[src/rtl/plane_move_ctrl.sv]
// -----------------------------------------------------------------------------
// plane_move_ctrl
//
// Player-plane motion and fire controller. Sits downstream of the 20 ms frame
// divider. The divider's slow square wave is treated as data: each rising edge
// seen in the clk domain is one frame event. On every frame event the five
// push buttons are debounced, the plane's top-left X/Y is stepped (clamped to
// the screen) and a rate-limited fire request may be issued.
//
// Ports:
//   clk         system clock
//   rst         synchronous reset, active-high
//   tick_in     slow square wave from the frame divider
//   enable      game running; when low the plane freezes and fire is held off
//   btn_up, btn_down, btn_left, btn_right, btn_fire
//               raw asynchronous push buttons
//   plane_x     sprite X, 0..SCR_W-PLANE_W
//   plane_y     sprite Y, 0..SCR_H-PLANE_H
//   frame_tick  one-clk pulse per frame event
//   fire_req    one-clk shot request, coincident with frame_tick
//
// Build option:
//   PLANE_WRAP_EN  when defined, horizontal motion wraps around the screen
//                  edges instead of clamping. Vertical motion always clamps.
// -----------------------------------------------------------------------------
module plane_move_ctrl #(
  parameter int SCR_W         = 640,
  parameter int SCR_H         = 480,
  parameter int PLANE_W       = 40,
  parameter int PLANE_H       = 40,
  parameter int STEP          = 4,
  parameter int X_INIT        = 300,
  parameter int Y_INIT        = 420,
  parameter int DEB_TICKS     = 2,
  parameter int FIRE_COOLDOWN = 10
) (
  input  logic       clk,
  input  logic       rst,
  input  logic       tick_in,
  input  logic       enable,
  input  logic       btn_up,
  input  logic       btn_down,
  input  logic       btn_left,
  input  logic       btn_right,
  input  logic       btn_fire,
  output logic [9:0] plane_x,
  output logic [9:0] plane_y,
  output logic       frame_tick,
  output logic       fire_req
);

  localparam int NBTN   = 5;
  localparam int B_UP    = 0;
  localparam int B_DOWN  = 1;
  localparam int B_LEFT  = 2;
  localparam int B_RIGHT = 3;
  localparam int B_FIRE  = 4;

  localparam logic [9:0]  X_MAX    = 10'(SCR_W - PLANE_W);
  localparam logic [9:0]  Y_MAX    = 10'(SCR_H - PLANE_H);
  localparam logic [9:0]  STEP10   = 10'(STEP);
  localparam logic [10:0] STEP11   = 11'(STEP);
  localparam logic [9:0]  X_RESET  = 10'(X_INIT);
  localparam logic [9:0]  Y_RESET  = 10'(Y_INIT);
  localparam logic [2:0]  DEB_MAX  = 3'(DEB_TICKS);
  localparam logic [7:0]  COOL_MAX = 8'(FIRE_COOLDOWN);

  // Where X lands when a step would leave the screen on either side.
`ifdef PLANE_WRAP_EN
  localparam logic [9:0] X_UNDER = X_MAX;
  localparam logic [9:0] X_OVER  = 10'd0;
`else
  localparam logic [9:0] X_UNDER = 10'd0;
  localparam logic [9:0] X_OVER  = X_MAX;
`endif

  // ---------------------------------------------------------------------------
  // Frame event detection
  // ---------------------------------------------------------------------------
  logic tick_q_reg;
  logic tick_qq_reg;
  logic primed_reg;   // tick_q holds a real sample of tick_in, not its reset value
  logic armed_reg;    // a low level has been seen since reset
  logic frame_event;

  always_ff @(posedge clk) begin
    if (rst) begin
      tick_q_reg  <= 1'b0;
      tick_qq_reg <= 1'b0;
      primed_reg  <= 1'b0;
      armed_reg   <= 1'b0;
    end else begin
      tick_q_reg  <= tick_in;
      tick_qq_reg <= tick_q_reg;
      primed_reg  <= 1'b1;
      // Without primed_reg the reset value of tick_q would arm us even when
      // tick_in is already high at reset release, giving a spurious frame.
      if (primed_reg && !tick_q_reg) begin
        armed_reg <= 1'b1;
      end
    end
  end

  assign frame_event = tick_q_reg & ~tick_qq_reg & armed_reg;

  // ---------------------------------------------------------------------------
  // Button synchronisers and per-button frame debounce
  // ---------------------------------------------------------------------------
  logic [NBTN-1:0] btn_raw;
  logic [NBTN-1:0] btn_s1_reg;
  logic [NBTN-1:0] btn_s2_reg;
  logic [NBTN-1:0] pressed;

  assign btn_raw = {btn_fire, btn_right, btn_left, btn_down, btn_up};

  always_ff @(posedge clk) begin
    if (rst) begin
      btn_s1_reg <= '0;
      btn_s2_reg <= '0;
    end else begin
      btn_s1_reg <= btn_raw;
      btn_s2_reg <= btn_s1_reg;
    end
  end

  for (genvar gi = 0; gi < NBTN; gi++) begin : g_deb
    logic [2:0] cnt_reg;
    logic [2:0] cnt_next;

    always_comb begin
      cnt_next = cnt_reg;
      if (frame_event) begin
        if (!enable || !btn_s2_reg[gi]) begin
          cnt_next = 3'd0;
        end else if (cnt_reg != DEB_MAX) begin
          cnt_next = cnt_reg + 3'd1;
        end
      end
    end

    always_ff @(posedge clk) begin
      if (rst) begin
        cnt_reg <= 3'd0;
      end else begin
        cnt_reg <= cnt_next;
      end
    end

    // Pressed only means something on an enabled frame event; the saturated
    // count keeps a held button active on every later frame.
    assign pressed[gi] = frame_event && enable && (cnt_next == DEB_MAX);
  end

  // ---------------------------------------------------------------------------
  // Motion
  // ---------------------------------------------------------------------------
  logic [9:0] x_reg, x_next;
  logic [9:0] y_reg, y_next;

  always_comb begin
    x_next = x_reg;
    y_next = y_reg;

    // Opposite directions pressed together cancel out.
    if (pressed[B_LEFT] && !pressed[B_RIGHT]) begin
      if (x_reg < STEP10) begin
        x_next = X_UNDER;
      end else begin
        x_next = x_reg - STEP10;
      end
    end else if (pressed[B_RIGHT] && !pressed[B_LEFT]) begin
      // Compare one bit wider so the sum cannot wrap before the test.
      if ({1'b0, x_reg} + STEP11 > {1'b0, X_MAX}) begin
        x_next = X_OVER;
      end else begin
        x_next = x_reg + STEP10;
      end
    end

    if (pressed[B_UP] && !pressed[B_DOWN]) begin
      if (y_reg < STEP10) begin
        y_next = 10'd0;
      end else begin
        y_next = y_reg - STEP10;
      end
    end else if (pressed[B_DOWN] && !pressed[B_UP]) begin
      if ({1'b0, y_reg} + STEP11 > {1'b0, Y_MAX}) begin
        y_next = Y_MAX;
      end else begin
        y_next = y_reg + STEP10;
      end
    end
  end

  // ---------------------------------------------------------------------------
  // Fire rate limiter
  // ---------------------------------------------------------------------------
  typedef enum logic {
    ST_IDLE = 1'b0,
    ST_COOL = 1'b1
  } fire_state_t;

  fire_state_t state_reg, state_next;
  logic [7:0]  cool_reg, cool_next;
  logic        fire_next;

  always_comb begin
    state_next = state_reg;
    cool_next  = cool_reg;
    fire_next  = 1'b0;
    if (frame_event) begin
      if (!enable) begin
        state_next = ST_IDLE;
        cool_next  = 8'd0;
      end else begin
        case (state_reg)
          ST_IDLE: begin
            if (pressed[B_FIRE]) begin
              fire_next  = 1'b1;
              cool_next  = COOL_MAX;
              state_next = ST_COOL;
            end
          end
          ST_COOL: begin
            // Leaving on the frame the count hits zero lets a held button
            // fire again on the very next frame.
            if (cool_reg <= 8'd1) begin
              cool_next  = 8'd0;
              state_next = ST_IDLE;
            end else begin
              cool_next = cool_reg - 8'd1;
            end
          end
          default: begin
            state_next = ST_IDLE;
            cool_next  = 8'd0;
          end
        endcase
      end
    end
  end

  // ---------------------------------------------------------------------------
  // State and output registers
  // ---------------------------------------------------------------------------
  logic frame_tick_reg;
  logic fire_req_reg;

  always_ff @(posedge clk) begin
    if (rst) begin
      x_reg          <= X_RESET;
      y_reg          <= Y_RESET;
      state_reg      <= ST_IDLE;
      cool_reg       <= 8'd0;
      frame_tick_reg <= 1'b0;
      fire_req_reg   <= 1'b0;
    end else begin
      x_reg          <= x_next;
      y_reg          <= y_next;
      state_reg      <= state_next;
      cool_reg       <= cool_next;
      frame_tick_reg <= frame_event;
      fire_req_reg   <= fire_next;
    end
  end

  assign plane_x    = x_reg;
  assign plane_y    = y_reg;
  assign frame_tick = frame_tick_reg;
  assign fire_req   = fire_req_reg;

endmodule

[config.mk]
export PLATFORM = sky130hd
export DESIGN_NAME = plane_move_ctrl
export DESIGN_NICKNAME = d
export VERILOG_FILES = /design/src/rtl/plane_move_ctrl.sv
export SDC_FILE = /design/constraint.sdc
export NUM_CORES = 1
export LEC_CHECK = 0
export ABC_AREA = 0
export ABC_CLOCK_PERIOD_IN_PS = 4660
export CAP_MARGIN = 20
export CORE_AREA = 2 2 84 102
export DETAILED_ROUTE_END_ITERATION = 12
export DIE_AREA = 0 0 86 104
export GPL_TIMING_DRIVEN = 0
export PLACE_DENSITY = 0.72
export SLEW_MARGIN = 30
export SYNTH_ARGS = -nofsm -noshare
export SYNTH_HDL_FRONTEND = slang
export SYNTH_SLANG_ARGS = --single-unit
[constraint.sdc]
create_clock -name clk -period 4.66 [get_ports clk]
set_input_delay 0.932 -clock clk [delete_from_list [all_inputs] [get_ports clk]]
set_output_delay 0.932 -clock clk [all_outputs]
set_load 0.02 [all_outputs]
==> images/met1.png <==
Supply wires on this layer in gray.
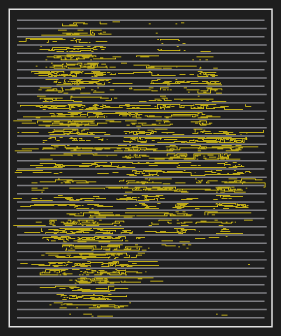
main direction: horizontal
wire length on this layer: 3,620 microns
nets with wire on the layer: 449
share of all routed wire: 45%
DR vias: 3,304
GRT met1 Usage: 23.6%
final wirelength: 8030 microns

==> results.yml <==
# generated from flow reports
outcome:
  status: "finished clean"
worst_setup_path:
  r2r_cells: 11
  reg2reg_from: "tick_q_reg"
  critical_path_cell_count: 11
  path_delay_family: "buffers and inverters"
  crit_chain: "clkdlybuf4s50_1 -> clkbuf_1 -> nand3_1 -> nor4b_1 -> a21oi_1 -> nand3_1 -> ha_1 -> clkbuf_1 -> o31ai_1 -> o221a_2 -> a221oi_1"
  timing.rr.end: "plane_x[4]"
clocking:
  cts_resized: 0
  cts.clk_slew.worst_paths_ps: 100
  cts_setup_buffers: 0
  tritoncts: "yes"
  cts.root.buffer_cell: "clkbuf_8"
global_route:
  antenna_found_initial: 0
  use_met2_pct: 30.3
  busiest_layer: "met2"
  gr-total-overflow: 0
logic_synthesis:
  synth-edff-count: 0
  ys_seq_share_pct: 32.3
  yosys_register_bits: 56
  yosysUniqueCellTypes: 72
  ys_cells: 439
cells_and_area:
  layout.cells.most_common: "dfxtp_1"
  stdcell_count: 570
  fin_nets: 503
sta:
  slew_viol_final: 0
  finalWorstSetupSlack_ps: 899
  fmax_mhz: 266
  min_period_over_period_pct: 80.7
flow_run:
  tool_warnings: 36
  cap_violations: 0
routing:
  met1Wirelength_microns: 3620
  met2WireLength_microns: 3880
  dr.pass1.iters: 5
  viasPerCell: 5.80
  drc_errors: 0
placed_design:
  pre_cts_ws_ps: 659
  place_hpwl_microns: 5870
  io_buffers: 25
  placed_area_sq_mm: 0.00385
floorplanning:
  die_area_sq_mm: 0.00894
  row_count: 36
power_and_ir_drop:
  power_frac_clock_pct: 34.3
  powerDensity_mw_per_mm2: 207
  pg_comb_uw: 46.5
  clk-power_uw: 280
  net-switching-power_uw: 190
  top_power_group: "sequential cells"
==> images/metal_stack.png <==
Only two layers are drawn.
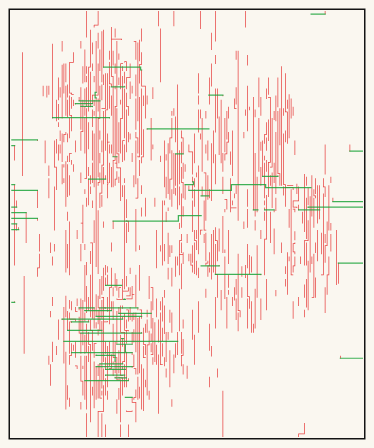
| color | layer | wire length |
|---|---|---|
| red | met2 | 3,880 microns |
| green | met3 | 396 microns |
GRT Total Usage: 18.2%
drt wl/cell: 14.1 microns

## how the worst min path moves through the flow
stage	from	end	slack, ps	cells after the start
floorplan	btn_s1_reg[0]	btn_s2_reg[0]	410	1
global placement	btn_s1_reg[4]	btn_s2_reg[4]	420	1
detailed placement	btn_s1_reg[4]	btn_s2_reg[4]	430	1
CTS	btn_s1_reg[4]	btn_s2_reg[4]	450	1
global route	btn_s1_reg[1]	btn_s2_reg[1]	460	1
finish	btn_s1_reg[4]	btn_s2_reg[4]	450	1
## logic make-up (layout without fill, tap and decap cells)
kind of cell / count (synthesis) / count (layout)
fa+ha+maj: 20 / 20
flops: 56 / 56
compound gates: 116 / 116
other cells: 1 / 4
buf+inv: 56 / 89
mux: 2 / 2
xor+xnor: 11 / 11
simple gates: 177 / 177
## stage by stage
stage | util (%) | hold WS [ps]
6_report | 49.5 | 449
5_1_grt | 49.5 | 464
4_1_cts | 49.5 | 454
3_5_place_dp | 48.3 | 430
3_3_place_gp | 48.3 | 420
2_1_floorplan | - | 414
## cells in the mapped netlist, types with 8 or more instances
library cell / count / area, sq um
inv_1: 25 / 93.8
nor4_1: 8 / 50.1
nand2_1: 31 / 116
nor2_1: 50 / 188
nand3_1: 14 / 70.1
o21ai_0: 30 / 150
a21oi_1: 26 / 130
clkbuf_1: 15 / 56.3
dfxtp_1: 56 / 1120
ha_1: 20 / 250
buf_4: 8 / 60.1
nor3_1: 15 / 75.1
nor2b_1: 17 / 106
## final cells by class
type | count | share of cell area, %
clock inverter | 2 | 0.349
sequential | 56 | 28.4
tap | 95 | 3.01
timing repair buffer | 25 | 6.34
inverter | 26 | 2.47
clock buffer | 6 | 2.09
multi-input combinational | 330 | 53.2
buffer | 30 | 4.12
